==> src/rtl/tcm_boot_loader.sv <==
// Byte-stream boot loader: collects a length-prefixed image, writes it to ITCM (64-bit) and DTCM (32-bit),
// then releases the core reset. Define LOADER_CHECKSUM_EN to require a trailing mod-256 checksum byte.
module tcm_boot_loader #(
    parameter int ITCM_SIZE = 16384,
    parameter int ITCM_AW   = 11,
    parameter int DTCM_AW   = 12
) (
    input  logic               clk,
    input  logic               cpurst_n,
    input  logic               in_valid,
    output logic               in_ready,
    input  logic [7:0]         in_data,
    input  logic               in_last,
    input  logic               reload,
    output logic               itcm_we,
    output logic [ITCM_AW-1:0] itcm_addr,
    output logic [63:0]        itcm_wdata,
    output logic               dtcm_we,
    output logic [DTCM_AW-1:0] dtcm_addr,
    output logic [31:0]        dtcm_wdata,
    output logic               cpurst,
    output logic               load_done,
    output logic               load_err,
    output logic [31:0]        byte_cnt
);

    localparam logic [31:0] SIZE_BYTES = 32'(ITCM_SIZE);

    typedef enum logic [2:0] {S_LEN, S_DATA, S_CSUM, S_FLUSH, S_RUN, S_ERR} state_t;

    state_t      state;
    logic [1:0]  hdr_cnt;
    logic [31:0] len_reg;
    logic [63:0] asm_reg;
    logic [63:0] asm_next;
    logic [31:0] hdr_len;
    logic [31:0] cnt_next;
    logic        is_final;
    logic        accept;
    logic        frame_err;
`ifdef LOADER_CHECKSUM_EN
    logic [7:0]  sum_reg;
`endif

    assign in_ready = cpurst_n && (state == S_LEN || state == S_DATA || state == S_CSUM);
    assign accept   = in_valid && in_ready;
    assign hdr_len  = {in_data, len_reg[23:0]};
    assign cnt_next = byte_cnt + 32'd1;
    assign is_final = (cnt_next == len_reg);

    always_comb begin
        asm_next = asm_reg;
        asm_next[{byte_cnt[2:0], 3'b000} +: 8] = in_data;
    end

    // Every way a frame can be malformed, evaluated on the byte being accepted.
    always_comb begin
        frame_err = 1'b0;
        if (accept) begin
            case (state)
                S_LEN: begin
                    if (hdr_cnt != 2'd3)
                        frame_err = in_last;
                    else if (hdr_len == 32'd0)
`ifdef LOADER_CHECKSUM_EN
                        frame_err = in_last;
`else
                        frame_err = !in_last;
`endif
                    else
                        frame_err = in_last || (hdr_len > SIZE_BYTES);
                end
`ifdef LOADER_CHECKSUM_EN
                S_DATA: frame_err = in_last;
                S_CSUM: frame_err = !in_last || (in_data != sum_reg);
`else
                S_DATA: frame_err = (in_last != is_final);
`endif
                default: frame_err = 1'b0;
            endcase
        end
    end

    always_ff @(posedge clk or negedge cpurst_n) begin
        if (!cpurst_n) begin
            state      <= S_LEN;
            hdr_cnt    <= 2'd0;
            len_reg    <= 32'd0;
            asm_reg    <= 64'd0;
            byte_cnt   <= 32'd0;
            itcm_we    <= 1'b0;
            itcm_addr  <= '0;
            itcm_wdata <= 64'd0;
            dtcm_we    <= 1'b0;
            dtcm_addr  <= '0;
            dtcm_wdata <= 32'd0;
            cpurst     <= 1'b1;
            load_done  <= 1'b0;
            load_err   <= 1'b0;
`ifdef LOADER_CHECKSUM_EN
            sum_reg    <= 8'd0;
`endif
        end else begin
            itcm_we <= 1'b0;
            dtcm_we <= 1'b0;
            if (accept && state == S_DATA)
                byte_cnt <= cnt_next;
            if (frame_err) begin
                state    <= S_ERR;
                load_err <= 1'b1;
            end else begin
                case (state)
                    S_LEN: if (accept) begin
                        len_reg[{hdr_cnt, 3'b000} +: 8] <= in_data;
                        hdr_cnt <= hdr_cnt + 2'd1;
                        if (hdr_cnt == 2'd3) begin
                            if (hdr_len == 32'd0) begin
`ifdef LOADER_CHECKSUM_EN
                                state <= S_CSUM;
`else
                                state     <= S_RUN;
                                cpurst    <= 1'b0;
                                load_done <= 1'b1;
`endif
                            end else begin
                                state <= S_DATA;
                            end
                        end
                    end
                    S_DATA: if (accept) begin
                        // A completed 64-bit word leaves the assembly register clean for a later partial flush.
                        asm_reg <= (byte_cnt[2:0] == 3'd7) ? 64'd0 : asm_next;
`ifdef LOADER_CHECKSUM_EN
                        sum_reg <= sum_reg + in_data;
`endif
                        if (byte_cnt[1:0] == 2'd3) begin
                            dtcm_we    <= 1'b1;
                            dtcm_addr  <= byte_cnt[DTCM_AW+1:2];
                            dtcm_wdata <= byte_cnt[2] ? asm_next[63:32] : asm_next[31:0];
                        end
                        if (byte_cnt[2:0] == 3'd7) begin
                            itcm_we    <= 1'b1;
                            itcm_addr  <= byte_cnt[ITCM_AW+2:3];
                            itcm_wdata <= asm_next;
                        end
                        if (is_final)
`ifdef LOADER_CHECKSUM_EN
                            state <= S_CSUM;
`else
                            state <= S_FLUSH;
`endif
                    end
`ifdef LOADER_CHECKSUM_EN
                    S_CSUM: if (accept) state <= S_FLUSH;
`endif
                    S_FLUSH: begin
                        if (byte_cnt[1:0] != 2'd0) begin
                            dtcm_we    <= 1'b1;
                            dtcm_addr  <= byte_cnt[DTCM_AW+1:2];
                            dtcm_wdata <= byte_cnt[2] ? asm_reg[63:32] : asm_reg[31:0];
                        end
                        if (byte_cnt[2:0] != 3'd0) begin
                            itcm_we    <= 1'b1;
                            itcm_addr  <= byte_cnt[ITCM_AW+2:3];
                            itcm_wdata <= asm_reg;
                        end
                        state     <= S_RUN;
                        cpurst    <= 1'b0;
                        load_done <= 1'b1;
                    end
                    S_RUN, S_ERR: if (reload) begin
                        state     <= S_LEN;
                        hdr_cnt   <= 2'd0;
                        len_reg   <= 32'd0;
                        asm_reg   <= 64'd0;
                        byte_cnt  <= 32'd0;
                        cpurst    <= 1'b1;
                        load_done <= 1'b0;
                        load_err  <= 1'b0;
`ifdef LOADER_CHECKSUM_EN
                        sum_reg   <= 8'd0;
`endif
                    end
                    default: state <= S_ERR;
                endcase
            end
        end
    end

endmodule
==> config.mk <==
export PLATFORM = sky130hd
export DESIGN_NAME = tcm_boot_loader
export DESIGN_NICKNAME = d
export VERILOG_FILES = /design/src/rtl/tcm_boot_loader.sv
export SDC_FILE = /design/constraint.sdc
export NUM_CORES = 1
export LEC_CHECK = 0
export CORE_ASPECT_RATIO = 0.75
export CORE_MARGIN = 10
export CORE_UTILIZATION = 56
export CTS_CLUSTER_DIAMETER = 100
export DETAILED_ROUTE_END_ITERATION = 8
export PLACE_DENSITY = 0.81
export SLEW_MARGIN = 15
export SYNTH_ARGS = -nofsm -noshare
export SYNTH_HDL_FRONTEND = slang
export SYNTH_SLANG_ARGS = --single-unit
==> constraint.sdc <==
create_clock -name clk -period 5.4 [get_ports clk]
set_clock_uncertainty 0.05 [all_clocks]
set_input_delay 0.54 -clock clk [delete_from_list [all_inputs] [get_ports clk]]
set_output_delay 0.54 -clock clk [all_outputs]
set_load 0.05 [all_outputs]
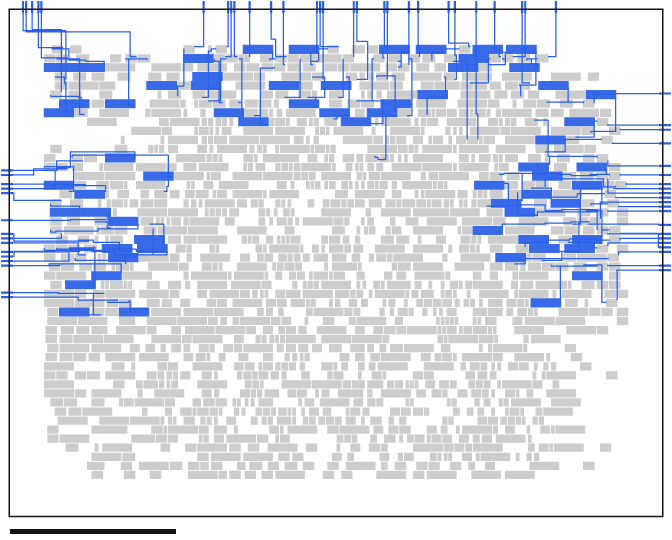
port_nets.png
Scale bar: 50 um.
itcm_wdata: shown in blue, bits 64, direction output, end cells 64, wire 2,580 um.

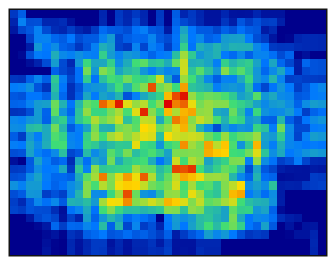
wire_density.png
The die is cut into 39 by 30 equal tiles; dark blue is low, red is high, scaled to the fullest tile. Values are wire area over tile area, all layers added.
The fullest tile reaches 0.69. 20% of the tiles are over half the peak. 11% of the tiles are nearly empty.
total routing resource utilization after global routing: 24.6%
Wirelength per Cell: 22.1 um

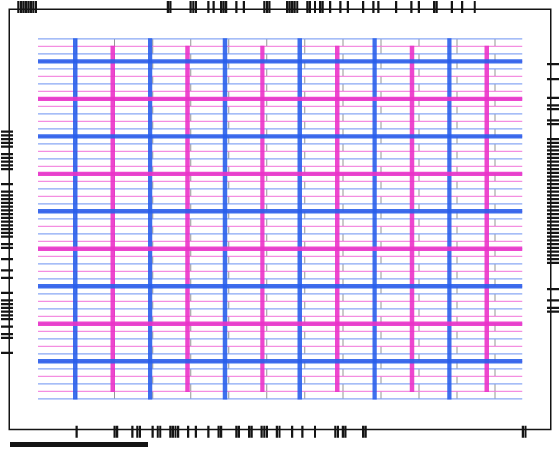
pdn.png
Scale bar: 50 um. Pins as bars on the die edge. Tap cells in grey.
VDD: shown in magenta. VSS: shown in blue.
170 signal pins sit on the boundary. 9 straps on met5.
placeable core region: 22,900 um^2
height of the die: 152 um
Horiz. Die Dim: 196 um

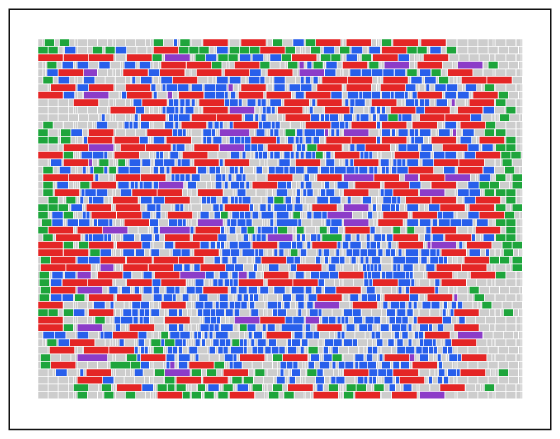
cell_classes.png
Fill, decap, tap and diode cells in grey.
all other logic: shown in blue, cells 897, share of their area 41%. clock drivers and dummy loads: shown in purple, cells 48, share of their area 5.9%. other buffers and delay cells: shown in green, cells 189, share of their area 12%. flip-flops: shown in red, cells 257, share of their area 41%.

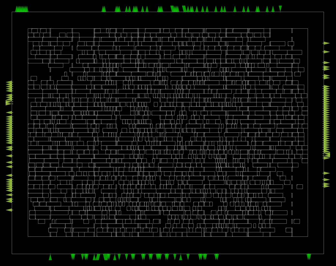
final_placement.png
flip-flop and latch count: 257
fill cell total of the finished layout: 1,751
count of standard-cell rows: 48
sequential fraction of total cell area: 40.5%
final core utilization: 69.3%

==> commit_impl_results.txt <==
Update PnR metrics after Yosys + OpenROAD run

- Initial Utilization: between 50 and 60%
- Chip area line of the yosys report: ~13,000 um^2
- The detailed router reports a met3 wire length of slightly below 4 mm.
- Dominant register cell in the synthesized netlist: dfrtp_1
* Synthesized-area fraction occupied by and/or/nand/nor cells: between 10% and 20%
* Area after DPL: between 10,000 and 15,000 um^2
- Detailed routing inserted a total of between 10k and 15k vias.
- Count of tool warnings: 35
- Sorting the Yosys area breakdown by cell type puts at the top dfrtp_1.
- Total overflow reported by the global router: 0
- The count of cells in the finished layout, fillers not included, comes to ~1.7k.
* Largest fanout on the critical path: 45
- Global routing met3 resource utilization: 5.34%
- RSZ-0062 raised after global routing: no
- In the routed design, unresolved DRC markers number 0.
* Power per cell area: 359 nW/um^2
* Top cell type's share of synthesized area: between 40 and 50%
- In this run, post-CTS repair resized a total of 0 instances.
* Worst Hold Class: input port to async pin
- Sequential cells were found to cover 49.5% of the synthesized design area.
- The worst setup path is of the register to register kind.
* Proportion of layout cells with a drive suffix above 1: roughly 14%
* Critical Path RT: 5.76 ns
- In this run the register-to-register setup slack is ~0.52 ns.
- The tool flagged a number of max-cap violations equal to 0.
- The clock passes through at most 3 buffers.
- First-pass GRT wire length: between 60 and 70 mm
* Met1 layer usage reported by global route: 37.5%
- Yosys reported a register bit count of ~260.
* Sink count of the clock tree: 257
- For the pin with the worst max-slew slack, the measured transition is about 1.1 ns.
* Met1 wire length: approximately 17 mm
- When the netlist entered floorplanning its net count stood at approximately 1.2k.
- Setup_tns: 0 ns
- Wire segments on met2 add up to ~16 mm in the final route.
- Routed signal wires occupy layers up through met4.
* Xor/xnor cell area share of the yosys netlist: roughly 4.7%
- The number of global-route vias before repair is around 10k.
- Most instantiated library cell after synthesis: dfrtp_1
* Detailed-route vias per instance: a little over 6
- STA classifies the critical path endpoint as a register.
- Worst ir drop on vdd: 0.316 mV
* Mux cell area share after synthesis: approximately 14%
* CTS tree: done
- Buffers placed on the I/O ports in this run total approximately 170.
* Fraction of met2 tracks used by global routing: approximately a third
* Final Cycle Share: between 90% and 100%
* Min cycle time layout: 4.88 ns
- After clock tree synthesis, the flow added hold-fix buffers numbering 1.
* Net count reported at finish: ~1.4k
- Per the final report, max-transition violations number 0.
* Endpoint of the most critical register-to-register path: dtcm_wdata[14]
- Root buffer selected by CTS: clkbuf_16
* Clock latency of the later-clocked register in the worst-skew pair: 0.53 ns
- Summed area of non-filler cells in the final layout: ~16,000 um^2
- Per the synthesis report, the AND-OR/OR-AND share of the synthesized area is 11.1%.
- Routed WL: about 37 mm
* Fa+ha+maj area frac: ~1.1%
* Total Power Consumption: 5.71 mW
* LEAKAGE: roughly 7.1 nW
* Top cells by area: dfrtp_1 49%, mux2_2 10%, o2bb2ai_1 4.4%, nand2_1 4.3%, mux2_1 3.4%
- The count of nets left with antenna violations once routing finished came out at 0.
* Most used routing layer: met1
- Final Hold Vio Count: 0
- Number of I/O pins: approximately 170
- Flip-flops with a built-in enable: 0
* Setup crit start: byte_cnt[0]
- Mapped cell area: roughly 13,000 um^2
- Number of buffers inserted by post-CTS setup repair: 0
* Syn. warnings: 0
- HPWL reported at the end of detailed placement: roughly 26 mm
- Area Overhead vs Synth: 22.3%
- Run status: complete, no violations
* Beginning of the worst register-to-register path: byte_cnt[0]
- The final antenna diode tally reported by the flow is 0.
- After synthesis, the largest family of logic cells by area is simple AND/OR/NAND/NOR gates.
- Per the CTS log, the maximum H-tree level is 1.
- Per the Yosys statistics, synthesis produced 1,218 cells.
* Number of antenna violations at the first check in global routing: 0
- Top post-synthesis cells by count: 256 x dfrtp_1, 149 x nand2_1, 120 x mux2_2
- Entering global routing, the biggest net connects 160 pins.
- Gate count of the mapped netlist: approximately 1.2k
* Depth of the worst register-to-register path: 10
* Mapped Avg Cell Area: approximately 11 um^2
- In this build the clock could be raised as far as 0.205 GHz.
- Library cells used by synthesis: 62
- Worst-case headroom to the max-slew limit: 28.1%
worst max-delay path: stages, from the launching register on:
cell and delay (ns):
dfrtp_1 0.64, ha_1 0.30, nand3_1 0.34, or4_1 0.62, o21ai_1 0.19, nand2_1 0.06, or4_1 0.56, nor4_4 0.24
a21o_1 0.23, nand4_4 0.82, mux2_1 0.66
cell type report:
type	instances	area, um^2	area share, %
Clock inverter	10	154	0.968
Tap cell	300	375	2.36
Clock buffer	38	767	4.83
Inverter	29	109	0.685
Multi-Input combinational cell	868	6180	38.9
Timing Repair Buffer	189	1870	11.8
Sequential cell	257	6430	40.5
worst max-delay path by stage:
stage          depth (start not counted)        endpoint
5_1_grt                               10  dtcm_wdata[27]
6_report                              10  dtcm_wdata[14]
3_3_place_gp                          10  dtcm_wdata[11]
3_5_place_dp                          10  dtcm_wdata[27]
4_1_cts                               10  dtcm_wdata[27]
2_1_floorplan                         15  itcm_wdata[13]
where the power goes:
group / internal, mW / switching, mW
Clock: 1.18 / 0.763
Sequential: 2.04 / 0.141
Combinational: 0.536 / 1.05
Total: 3.75 / 1.95
stage by stage:
stage | hold WS (ns) | worst slack (ns) | utilization [%]
2_1_floorplan | 0.194 | 1.16 | -
3_3_place_gp | 0.389 | 0.668 | 65.2
3_5_place_dp | 0.386 | 0.512 | 65.2
4_1_cts | 0.426 | 0.471 | 69.3
5_1_grt | 0.450 | 0.161 | 69.3
6_report | 0.422 | 0.519 | 69.3
layout by cell type, fill, tap and decap left out, types with 22 or more instances in the layout:
cell,n
nand3_1,47
xnor2_1,36
o21ai_0,57
o2bb2ai_1,66
nand2_1,149
xor2_1,34
a21oi_1,22
clkbuf_16,27
clkdlybuf4s50_1,168
inv_1,29
nor2_1,68
a22o_1,24
mux2_2,120
dfrtp_1,256
nand4_1,28
mux2_1,39
Power is estimated from default activity; no workload was simulated.
